===== src/rtl/z16_board_pkg.sv =====
// Shared definitions for the Z16 board run/step controller.
//   mode_e     : controller mode encodings, also driven out on o_mode
//   DEF_*      : default timing constants for the 27 MHz board
//   cnt_width  : bits needed to hold a counter value up to max_val
package z16_board_pkg;

    typedef enum logic [1:0] {
        MODE_RST_HOLD = 2'b00,
        MODE_HALT     = 2'b01,
        MODE_RUN      = 2'b10,
        MODE_STEP     = 2'b11
    } mode_e;

    localparam int unsigned DEF_DIV_COUNT       = 2700000;   // 10 Hz run rate
    localparam int unsigned DEF_DEBOUNCE_CYCLES = 270000;    // 10 ms
    localparam int unsigned DEF_LONG_CYCLES     = 27000000;  // 1 s
    localparam int unsigned DEF_RST_HOLD_CYCLES = 16;
    localparam bit          DEF_BOOT_RUN        = 1'b1;

    function automatic int unsigned cnt_width(input int unsigned max_val);
        return (max_val < 2) ? 1 : $clog2(max_val + 1);
    endfunction

endpackage


===== src/rtl/z16_button_debounce.sv =====
// Button front end: two-flop synchroniser, debouncer and press-length timer.
//   i_clk       : board clock
//   i_rst       : synchronous active-high reset
//   i_button    : raw active-low button, asynchronous to i_clk
//   o_short_evt : one-cycle pulse, cycle after a debounced release of a short press
//   o_long_evt  : one-cycle pulse when a held press reaches LONG_CYCLES
module z16_button_debounce
    import z16_board_pkg::*;
#(
    parameter int unsigned DEBOUNCE_CYCLES = DEF_DEBOUNCE_CYCLES,
    parameter int unsigned LONG_CYCLES     = DEF_LONG_CYCLES
) (
    input  logic i_clk,
    input  logic i_rst,
    input  logic i_button,
    output logic o_short_evt,
    output logic o_long_evt
);

    localparam int unsigned DB_W = cnt_width(DEBOUNCE_CYCLES - 1);
    localparam int unsigned PR_W = cnt_width(LONG_CYCLES);
    localparam logic [DB_W-1:0] DB_LAST = DB_W'(DEBOUNCE_CYCLES - 1);
    localparam logic [PR_W-1:0] PR_LAST = PR_W'(LONG_CYCLES - 1);
    localparam logic [PR_W-1:0] PR_MAX  = PR_W'(LONG_CYCLES);

    logic            r_sync1;
    logic            r_sync2;
    logic            r_db;
    logic            r_db_prev;
    logic [DB_W-1:0] r_stab_cnt;
    logic [PR_W-1:0] r_press_cnt;
    logic            r_long_done;
    logic            r_short_evt;
    logic            r_long_evt;

    always_ff @(posedge i_clk) begin
        if (i_rst) begin
            r_sync1     <= 1'b1;
            r_sync2     <= 1'b1;
            r_db        <= 1'b1;
            r_db_prev   <= 1'b1;
            r_stab_cnt  <= '0;
            r_press_cnt <= '0;
            r_long_done <= 1'b0;
            r_short_evt <= 1'b0;
            r_long_evt  <= 1'b0;
        end else begin
            r_sync1   <= i_button;
            r_sync2   <= r_sync1;
            r_db_prev <= r_db;

            // Rising edge of db, seen one cycle late; a press already classified long stays silent.
            r_short_evt <= r_db & ~r_db_prev & ~r_long_done;
            r_long_evt  <= 1'b0;

            if (r_sync2 != r_db) begin
                if (r_stab_cnt == DB_LAST) begin
                    r_stab_cnt <= '0;
                    r_db       <= r_sync2;
                end else begin
                    r_stab_cnt <= r_stab_cnt + 1'b1;
                end
            end else begin
                r_stab_cnt <= '0;
            end

            // Timer is idle while released, so it starts from zero at every debounced press.
            // r_long_done is read by the short-event logic in the cycle after release, before
            // this branch clears it.
            if (r_db) begin
                r_press_cnt <= '0;
                r_long_done <= 1'b0;
            end else if (r_press_cnt != PR_MAX) begin
                r_press_cnt <= r_press_cnt + 1'b1;
                if (r_press_cnt == PR_LAST) begin
                    r_long_evt  <= 1'b1;
                    r_long_done <= 1'b1;
                end
            end
        end
    end

    assign o_short_evt = r_short_evt;
    assign o_long_evt  = r_long_evt;

endmodule


===== src/rtl/z16_run_controller.sv =====
// Run/step controller for the Z16 CPU: gates CPU progress with a one-cycle clock enable.
//   i_clk      : 27 MHz board clock
//   i_rst      : synchronous active-high reset
//   i_button   : raw active-low run/step button
//   i_halt_req : one-cycle pulse from the CPU when HLT retires
//   o_cpu_ce   : one-cycle CPU clock enable (registered)
//   o_cpu_rst  : CPU synchronous reset, high only in RST_HOLD (registered)
//   o_mode     : 00 RST_HOLD, 01 HALT, 10 RUN, 11 STEP (registered)
//   o_ce_count : number of ce pulses issued, 16-bit wrapping
module z16_run_controller
    import z16_board_pkg::*;
#(
    parameter int unsigned DIV_COUNT       = DEF_DIV_COUNT,
    parameter int unsigned DEBOUNCE_CYCLES = DEF_DEBOUNCE_CYCLES,
    parameter int unsigned LONG_CYCLES     = DEF_LONG_CYCLES,
    parameter int unsigned RST_HOLD_CYCLES = DEF_RST_HOLD_CYCLES,
    parameter bit          BOOT_RUN        = DEF_BOOT_RUN
) (
    input  logic        i_clk,
    input  logic        i_rst,
    input  logic        i_button,
    input  logic        i_halt_req,
    output logic        o_cpu_ce,
    output logic        o_cpu_rst,
    output logic [1:0]  o_mode,
    output logic [15:0] o_ce_count
);

    localparam int unsigned TICK_W = cnt_width(DIV_COUNT - 1);
    localparam int unsigned HOLD_W = cnt_width(RST_HOLD_CYCLES - 1);
    localparam logic [TICK_W-1:0] TICK_LAST = TICK_W'(DIV_COUNT - 1);
    localparam logic [HOLD_W-1:0] HOLD_LAST = HOLD_W'(RST_HOLD_CYCLES - 1);

    mode_e             r_state;
    logic [TICK_W-1:0] r_tick;
    logic [HOLD_W-1:0] r_hold;
    logic              r_ce;
    logic              r_cpu_rst;
    logic [15:0]       r_ce_count;

    logic              w_short_evt;
    logic              w_long_evt;
    logic [TICK_W-1:0] w_tick_next;

    z16_button_debounce #(
        .DEBOUNCE_CYCLES (DEBOUNCE_CYCLES),
        .LONG_CYCLES     (LONG_CYCLES)
    ) u_button (
        .i_clk       (i_clk),
        .i_rst       (i_rst),
        .i_button    (i_button),
        .o_short_evt (w_short_evt),
        .o_long_evt  (w_long_evt)
    );

    assign w_tick_next = (r_tick == TICK_LAST) ? '0 : r_tick + 1'b1;

    // ce is registered alongside the tick counter, so it is high exactly while r_tick holds
    // DIV_COUNT-1. An event sampled on the edge that would raise it moves to HALT instead,
    // which is what suppresses the coinciding tick.
    always_ff @(posedge i_clk) begin
        if (i_rst) begin
            r_state    <= MODE_RST_HOLD;
            r_hold     <= '0;
            r_tick     <= '0;
            r_ce       <= 1'b0;
            r_cpu_rst  <= 1'b1;
            r_ce_count <= '0;
        end else begin
            r_ce_count <= r_ce_count + {15'd0, r_ce};
            unique case (r_state)
                MODE_RST_HOLD: begin
                    r_ce <= 1'b0;
                    if (r_hold == HOLD_LAST) begin
                        r_cpu_rst <= 1'b0;
                        r_tick    <= '0;
                        r_state   <= BOOT_RUN ? MODE_RUN : MODE_HALT;
                    end else begin
                        r_hold <= r_hold + 1'b1;
                    end
                end
                MODE_RUN: begin
                    if (w_long_evt || i_halt_req) begin
                        r_state <= MODE_HALT;
                        r_ce    <= 1'b0;
                    end else begin
                        r_tick <= w_tick_next;
                        r_ce   <= (w_tick_next == TICK_LAST);
                    end
                end
                MODE_HALT: begin
                    if (w_short_evt) begin
                        r_state <= MODE_STEP;
                        r_ce    <= 1'b1;
                    end else if (w_long_evt) begin
                        r_state <= MODE_RUN;
                        r_tick  <= '0;
                        r_ce    <= 1'b0;
                    end else begin
                        r_ce <= 1'b0;
                    end
                end
                MODE_STEP: begin
                    r_state <= MODE_HALT;
                    r_ce    <= 1'b0;
                end
            endcase
        end
    end

    assign o_cpu_ce   = r_ce;
    assign o_cpu_rst  = r_cpu_rst;
    assign o_mode     = r_state;
    assign o_ce_count = r_ce_count;

endmodule


===== config.mk =====
export PLATFORM = sky130hd
export DESIGN_NAME = z16_run_controller
export DESIGN_NICKNAME = d
export VERILOG_FILES = /design/src/rtl/z16_board_pkg.sv /design/src/rtl/z16_button_debounce.sv /design/src/rtl/z16_run_controller.sv
export SDC_FILE = /design/constraint.sdc
export NUM_CORES = 1
export LEC_CHECK = 0
export CORE_ASPECT_RATIO = 0.5
export CORE_MARGIN = 2
export CORE_UTILIZATION = 30
export CTS_CLUSTER_DIAMETER = 40
export CTS_CLUSTER_SIZE = 25
export DETAILED_ROUTE_END_ITERATION = 10
export GPL_TIMING_DRIVEN = 0
export PLACE_DENSITY = 0.48
export SYNTH_ARGS = -nofsm -noshare
export SYNTH_HDL_FRONTEND = slang
export SYNTH_SLANG_ARGS = --single-unit

===== constraint.sdc =====
create_clock -name i_clk -period 2.17 [get_ports i_clk]
set_clock_uncertainty 0.05 [all_clocks]
set_input_delay 0.3255 -clock i_clk [delete_from_list [all_inputs] [get_ports i_clk]]
set_output_delay 0.3255 -clock i_clk [all_outputs]
set_load 0.01 [all_outputs]

Fig. 1: routed metal, one colour a layer
The bar under the picture is 50 um long.
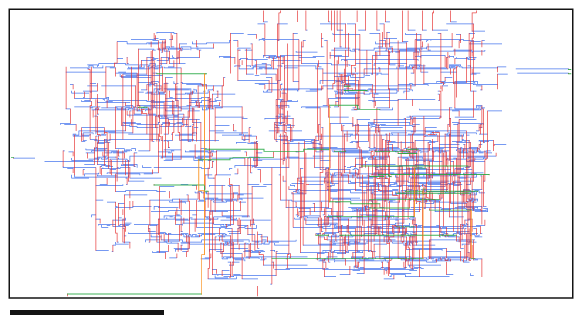
Orange shows met4, wire length 167 um. Blue shows met1, wire length 5,840 um. Red shows met2, wire length 4,920 um. Green shows met3, wire length 519 um.
via count: 4,057
GRT Total Usage: 0.1388

Fig. 2: gate families picked out
The bar under the picture is 50 um long.
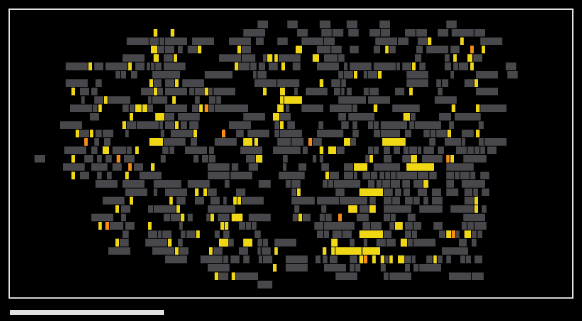
Yellow shows NOR gates, cells 129, most used nor2_1. Orange shows inverters, cells 12, most used inv_1.
Finished Layout Cells: 819
Commonest Layout Cell: nor2_1

Fig. 3: placed standard cells
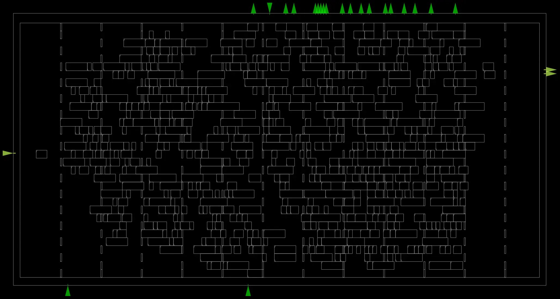
Core Area: 0.01545 sq mm
Final Util: 0.3827
Fill cells: 1,597
n_taps: 204
num rows: 32

Fig. 4: met4 routing
The bar under the picture is 50 um long.
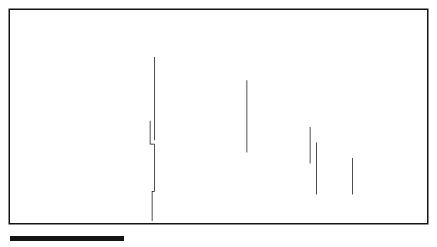
The wires run mostly vertical. The layer carries 167 um of wire. The longest straight run is 36.0 um. The layer holds 1.5% of the routed length.
final wirelength: 11.45 mm

==> run notes <==
impl run done, here's what came out: MI comb area=0.002838 sq mm, CTS tree=yes, largest register by flop count=u_button.r_press_cnt, busiest grt layer=met2, die footprint=0.01695 sq mm, vias in the first global route=3,735, Dominant comb cell=simple AND/OR/NAND/NOR gates, Hold Path Depth=1, Crit. Startpoint=r_tick[14], synth warn=0, WP buf/inv=0, leakage power=slightly below 2 nW, clock root buffer=clkbuf_16, postcts setup bufs=3, fraction of layout cells with a size suffix above 1=0.1626, DRC errors left=0, Basic Gates by Area=0.3223, post-synth net total=576, status=complete, no violations, Synth-to-Final Area Change=24.26%, max FFs per register=25, ANT nets after route=0, biggest regs=u_button.r_press_cnt x25, r_tick x22, u_button.r_stab_cnt x19, met2 usage in global routing=0.2115, Async SR Flop Fraction=0, cell family with most CP delay=simple AND/OR/NAND/NOR gates, flip-flops with a built-in enable=0, Gate Count Post-Synth=564, initial antenna violation count=0, Synth cell types=58, Clock Pin Slew Worst Setup and Hold Paths=roughly 0.070 ns, met3 usage=0.03933, Yosys Instances=between 500 and 600, largest net degree at the start of global routing=17, Worst Path Required=2.40 ns
No activity file was given, so power comes from the tool's default toggle rates.
